logic_types.png
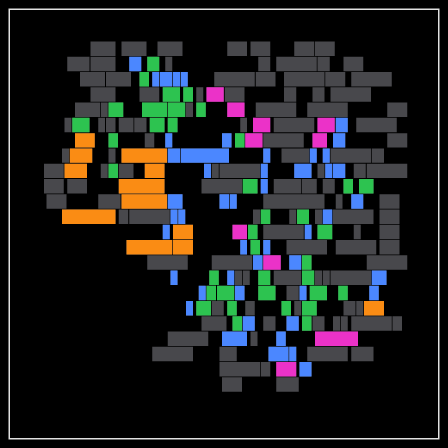
flops_by_reg.png
Other sequential cells in the stronger gray, the rest of the logic in the fainter gray.
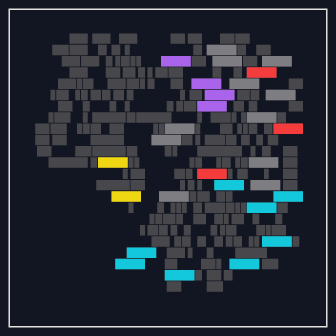
[src/rtl/timer_arbiter_pkg.sv]
// Shared constants and types for the timer arbiter: requester count, watchdog limit,
// shared counter terminal value and FSM state encoding.
package timer_arbiter_pkg;

  localparam int N_REQ        = 4;
  localparam int WDOG_MAX     = 120;
  localparam int WDOG_W       = 8;
  localparam int CNT_TERMINAL = 99;
  localparam int OWN_W        = (N_REQ > 1) ? $clog2(N_REQ) : 1;

  typedef enum logic [2:0] {
    ST_IDLE  = 3'd0,
    ST_LOAD  = 3'd1,
    ST_RUN   = 3'd2,
    ST_DONE  = 3'd3,
    ST_ABORT = 3'd4
  } state_t;

  function automatic logic [OWN_W-1:0] onehot_to_idx(input logic [N_REQ-1:0] oh);
    logic [OWN_W-1:0] idx;
    idx = '0;
    for (int i = 0; i < N_REQ; i++) begin
      if (oh[i]) idx = OWN_W'(i);
    end
    return idx;
  endfunction

endpackage

[src/rtl/timer_arbiter_if.sv]
// Request/grant and shared-counter control bundle between the arbiter and its users.
interface timer_arbiter_if;
  import timer_arbiter_pkg::*;

  logic [N_REQ-1:0] req;
  logic             timeout_in;
  logic [N_REQ-1:0] grant;
  logic [N_REQ-1:0] done;
  logic             abort;
  logic             cnt_en;
  logic             cnt_clr;
  logic             busy;
  logic             wdog_err;

  modport slave (
    input  req, timeout_in,
    output grant, done, abort, cnt_en, cnt_clr, busy, wdog_err
  );

  modport master (
    output req, timeout_in,
    input  grant, done, abort, cnt_en, cnt_clr, busy, wdog_err
  );

endinterface

[src/rtl/timer_arbiter_rr_picker.sv]
// Combinational round-robin picker: the first active request found after last_owner
// (wrapping) wins, so the requester just served has lowest priority.
module rr_picker
  import timer_arbiter_pkg::*;
(
  input  logic [N_REQ-1:0] i_req,
  input  logic [OWN_W-1:0] i_last_owner,
  output logic [N_REQ-1:0] o_winner,
  output logic             o_valid
);

  always_comb begin
    o_winner = '0;
    o_valid  = 1'b0;
    for (int k = 1; k <= N_REQ; k++) begin
      if (!o_valid && i_req[OWN_W'((int'(i_last_owner) + k) % N_REQ)]) begin
        o_winner[OWN_W'((int'(i_last_owner) + k) % N_REQ)] = 1'b1;
        o_valid = 1'b1;
      end
    end
  end

endmodule

[src/rtl/timer_arbiter.sv]
// Arbitrates one shared count-to-100 timer among N_REQ requesters with a watchdog.
// Every output is registered together with the state it belongs to.
module timer_arbiter
  import timer_arbiter_pkg::*;
(
  input  logic           clk,
  input  logic           rst,
  timer_arbiter_if.slave bus
);

  state_t            r_state, w_state_next;
  logic [N_REQ-1:0]  r_grant, w_grant_next;
  logic [N_REQ-1:0]  r_done, w_done_next;
  logic [N_REQ-1:0]  w_winner;
  logic              w_valid;
  logic              r_abort, w_abort_next;
  logic              r_cnt_en, w_cnt_en_next;
  logic              r_cnt_clr, w_cnt_clr_next;
  logic              r_busy, w_busy_next;
  logic              r_wdog_err, w_wdog_err_next;
  logic [OWN_W-1:0]  r_owner, w_owner_next;
  logic [OWN_W-1:0]  r_last_owner, w_last_owner_next;
  logic [WDOG_W-1:0] r_wdog, w_wdog_next, w_wdog_inc;
  logic              w_wdog_hit;

  rr_picker u_picker (
    .i_req        (bus.req),
    .i_last_owner (r_last_owner),
    .o_winner     (w_winner),
    .o_valid      (w_valid)
  );

  assign w_wdog_inc = (r_wdog < WDOG_W'(WDOG_MAX)) ? r_wdog + WDOG_W'(1) : r_wdog;
  assign w_wdog_hit = (w_wdog_inc == WDOG_W'(WDOG_MAX));

  always_comb begin
    w_state_next      = r_state;
    w_grant_next      = r_grant;
    w_done_next       = '0;
    w_abort_next      = 1'b0;
    w_cnt_en_next     = r_cnt_en;
    w_cnt_clr_next    = 1'b0;
    w_owner_next      = r_owner;
    w_last_owner_next = r_last_owner;
    w_wdog_next       = r_wdog;
    w_wdog_err_next   = r_wdog_err;

    case (r_state)
      ST_IDLE: begin
        w_grant_next  = '0;
        w_cnt_en_next = 1'b0;
        if (w_valid) begin
          w_state_next   = ST_LOAD;
          w_grant_next   = w_winner;
          w_owner_next   = onehot_to_idx(w_winner);
          w_cnt_clr_next = 1'b1;
        end
      end
      ST_LOAD: begin
        w_state_next  = ST_RUN;
        w_cnt_en_next = 1'b1;
        w_wdog_next   = '0;
      end
      ST_RUN: begin
        w_wdog_next = w_wdog_inc;
        // Expiry outranks an abandon or watchdog trip in the same cycle.
        if (bus.timeout_in) begin
          w_state_next      = ST_DONE;
          w_done_next       = r_grant;
          w_grant_next      = '0;
          w_cnt_en_next     = 1'b0;
          w_last_owner_next = r_owner;
        end else if (!bus.req[r_owner] || w_wdog_hit) begin
          w_state_next      = ST_ABORT;
          w_abort_next      = 1'b1;
          w_cnt_clr_next    = 1'b1;
          w_grant_next      = '0;
          w_cnt_en_next     = 1'b0;
          w_last_owner_next = r_owner;
          w_wdog_err_next   = r_wdog_err | w_wdog_hit;
        end
      end
      ST_DONE, ST_ABORT: begin
        w_state_next  = ST_IDLE;
        w_grant_next  = '0;
        w_cnt_en_next = 1'b0;
      end
      default: begin
        w_state_next  = ST_IDLE;
        w_grant_next  = '0;
        w_cnt_en_next = 1'b0;
      end
    endcase

    w_busy_next = (w_state_next != ST_IDLE);
  end

  always_ff @(posedge clk) begin
    if (rst) begin
      r_state      <= ST_IDLE;
      r_grant      <= '0;
      r_done       <= '0;
      r_abort      <= 1'b0;
      r_cnt_en     <= 1'b0;
      r_cnt_clr    <= 1'b1;
      r_busy       <= 1'b0;
      r_wdog_err   <= 1'b0;
      r_owner      <= '0;
      r_last_owner <= OWN_W'(N_REQ - 1);
      r_wdog       <= '0;
    end else begin
      r_state      <= w_state_next;
      r_grant      <= w_grant_next;
      r_done       <= w_done_next;
      r_abort      <= w_abort_next;
      r_cnt_en     <= w_cnt_en_next;
      r_cnt_clr    <= w_cnt_clr_next;
      r_busy       <= w_busy_next;
      r_wdog_err   <= w_wdog_err_next;
      r_owner      <= w_owner_next;
      r_last_owner <= w_last_owner_next;
      r_wdog       <= w_wdog_next;
    end
  end

  assign bus.grant    = r_grant;
  assign bus.done     = r_done;
  assign bus.abort    = r_abort;
  assign bus.cnt_en   = r_cnt_en;
  assign bus.cnt_clr  = r_cnt_clr;
  assign bus.busy     = r_busy;
  assign bus.wdog_err = r_wdog_err;

endmodule

[src/flat_wrapper.sv]
// flat-port wrapper written by rule: the top's interface ports become plain ports
module timer_arbiter_flat import timer_arbiter_pkg::*;
  (clk, rst, bus_req, bus_timeout_in, bus_grant, bus_done, bus_abort, bus_cnt_en, bus_cnt_clr, bus_busy, bus_wdog_err);
  timer_arbiter_if bus_i ();
  input  logic clk;
  input  logic rst;
  input wire logic [$bits(bus_i.req)-1:0] bus_req;
  input wire logic [$bits(bus_i.timeout_in)-1:0] bus_timeout_in;
  output wire logic [$bits(bus_i.grant)-1:0] bus_grant;
  output wire logic [$bits(bus_i.done)-1:0] bus_done;
  output wire logic [$bits(bus_i.abort)-1:0] bus_abort;
  output wire logic [$bits(bus_i.cnt_en)-1:0] bus_cnt_en;
  output wire logic [$bits(bus_i.cnt_clr)-1:0] bus_cnt_clr;
  output wire logic [$bits(bus_i.busy)-1:0] bus_busy;
  output wire logic [$bits(bus_i.wdog_err)-1:0] bus_wdog_err;
  assign bus_i.req = bus_req;
  assign bus_i.timeout_in = bus_timeout_in;
  assign bus_grant = bus_i.grant;
  assign bus_done = bus_i.done;
  assign bus_abort = bus_i.abort;
  assign bus_cnt_en = bus_i.cnt_en;
  assign bus_cnt_clr = bus_i.cnt_clr;
  assign bus_busy = bus_i.busy;
  assign bus_wdog_err = bus_i.wdog_err;
  timer_arbiter u_core (.clk(clk), .rst(rst), .bus(bus_i));
endmodule
[config.mk]
export PLATFORM = sky130hd
export DESIGN_NAME = timer_arbiter_flat
export DESIGN_NICKNAME = d
export VERILOG_FILES = /design/src/rtl/timer_arbiter_pkg.sv /design/src/rtl/timer_arbiter_if.sv /design/src/rtl/timer_arbiter_rr_picker.sv /design/src/rtl/timer_arbiter.sv /design/src/flat_wrapper.sv
export SDC_FILE = /design/constraint.sdc
export NUM_CORES = 1
export LEC_CHECK = 0
export CAP_MARGIN = 5
export CORE_MARGIN = 5
export CORE_UTILIZATION = 40
export DETAILED_ROUTE_END_ITERATION = 6
export GPL_TIMING_DRIVEN = 0
export PLACE_DENSITY = 0.72
export SLEW_MARGIN = 20
export SYNTH_ARGS = -nofsm -noshare
export SYNTH_HDL_FRONTEND = slang
export SYNTH_HIERARCHICAL = 1
export SYNTH_SLANG_ARGS = --single-unit
export TNS_END_PERCENT = 30
[constraint.sdc]
create_clock -name clk -period 3.3 [get_ports clk]
set_input_delay 0.33 -clock clk [delete_from_list [all_inputs] [get_ports clk]]
set_output_delay 0.33 -clock clk [all_outputs]
set_load 0.1 [all_outputs]
==> reports/results.ini <==
[cells_and_area]
num-nets-final = 238
buffers_excl_clock = 29

[drt]
drt_iter0_markers = 148
drc = 0
routed_wl_um = 3930

[floorplanning]
ioPinCount = 20

[cts]
post_cts_buffers = 0
cts-buffers-inserted = 3
cts-resized-gates = 0

[logic_synthesis]
edf_count = 0
yosysWarnings = 6

[place]
io_buffers = 19

[pwr]
total_power_uw = 1360
pwr-share-clk_pct = 20.1

[outcome]
outcome = complete, no violations

[setup_path]
cp-startpoint = u_core/r_last_owner[1]$_SDFFE_PP1P_
cp_cell_sequence = clkbuf_2, inv_1, ha_1, buf_6, mux4_2, nor3b_1, a21oi_1, o211ai_1, inv_1, a21oi_1, a211oi_1
start_kind = register

[timing]
period_needed_ps = 2860

[worst_hold_path]
hold_path.class = register to register

Notes on logic_types.png above:
green -> aoi and oai cells  # cells 37, most used a21oi_1
blue -> nor cells  # cells 48, most used nor2_1
orange -> mux cells  # cells 12, most used mux2i_1
magenta -> non-inverting ao/oa cells  # cells 10, most used a22o_1
top logic cell by instance count in the layout: dfxtp_1
post-route insts no fill: 273

Notes on flops_by_reg.png above:
cyan -> u_core/r_wdog  # sequential cells 8
purple -> u_core/bus.grant  # sequential cells 4
yellow -> u_core/r_last_owner  # sequential cells 2
red -> u_core/r_state  # sequential cells 3
register share of the cell area: 26.9%
sequential power: 434 uW
Finished Core Util: 48.5%

==> flip-flops by register name, indices dropped and copies added, names as in the netlist <==
signal               flops
u_core/r_wdog            8
u_core/bus.done          4
u_core/bus.grant         4
u_core/r_state           3
u_core/r_last_owner      2
u_core/r_owner           2
u_core/bus.abort         1
u_core/bus.busy          1
u_core/bus.cnt_clr       1
u_core/bus.cnt_en        1
u_core/bus.wdog_err      1
==> cells by family (layout without fill, tap and decap cells) <==
logic type                 after synthesis  in the layout  share of synthesized area [%]
adders and majority gates                9              9                           6.41
AOI/OAI and AO/OA                       47             47                           19.2
DFF                                     28             28                           31.9
and+or+nand+nor                         87             87                           26.9
muxes                                   12             12                           10.8
xor gates and xnor gates                 1              1                          0.499
buffers and inverters                   14             37                           4.42
No activity file was given, so power comes from the tool's default toggle rates.
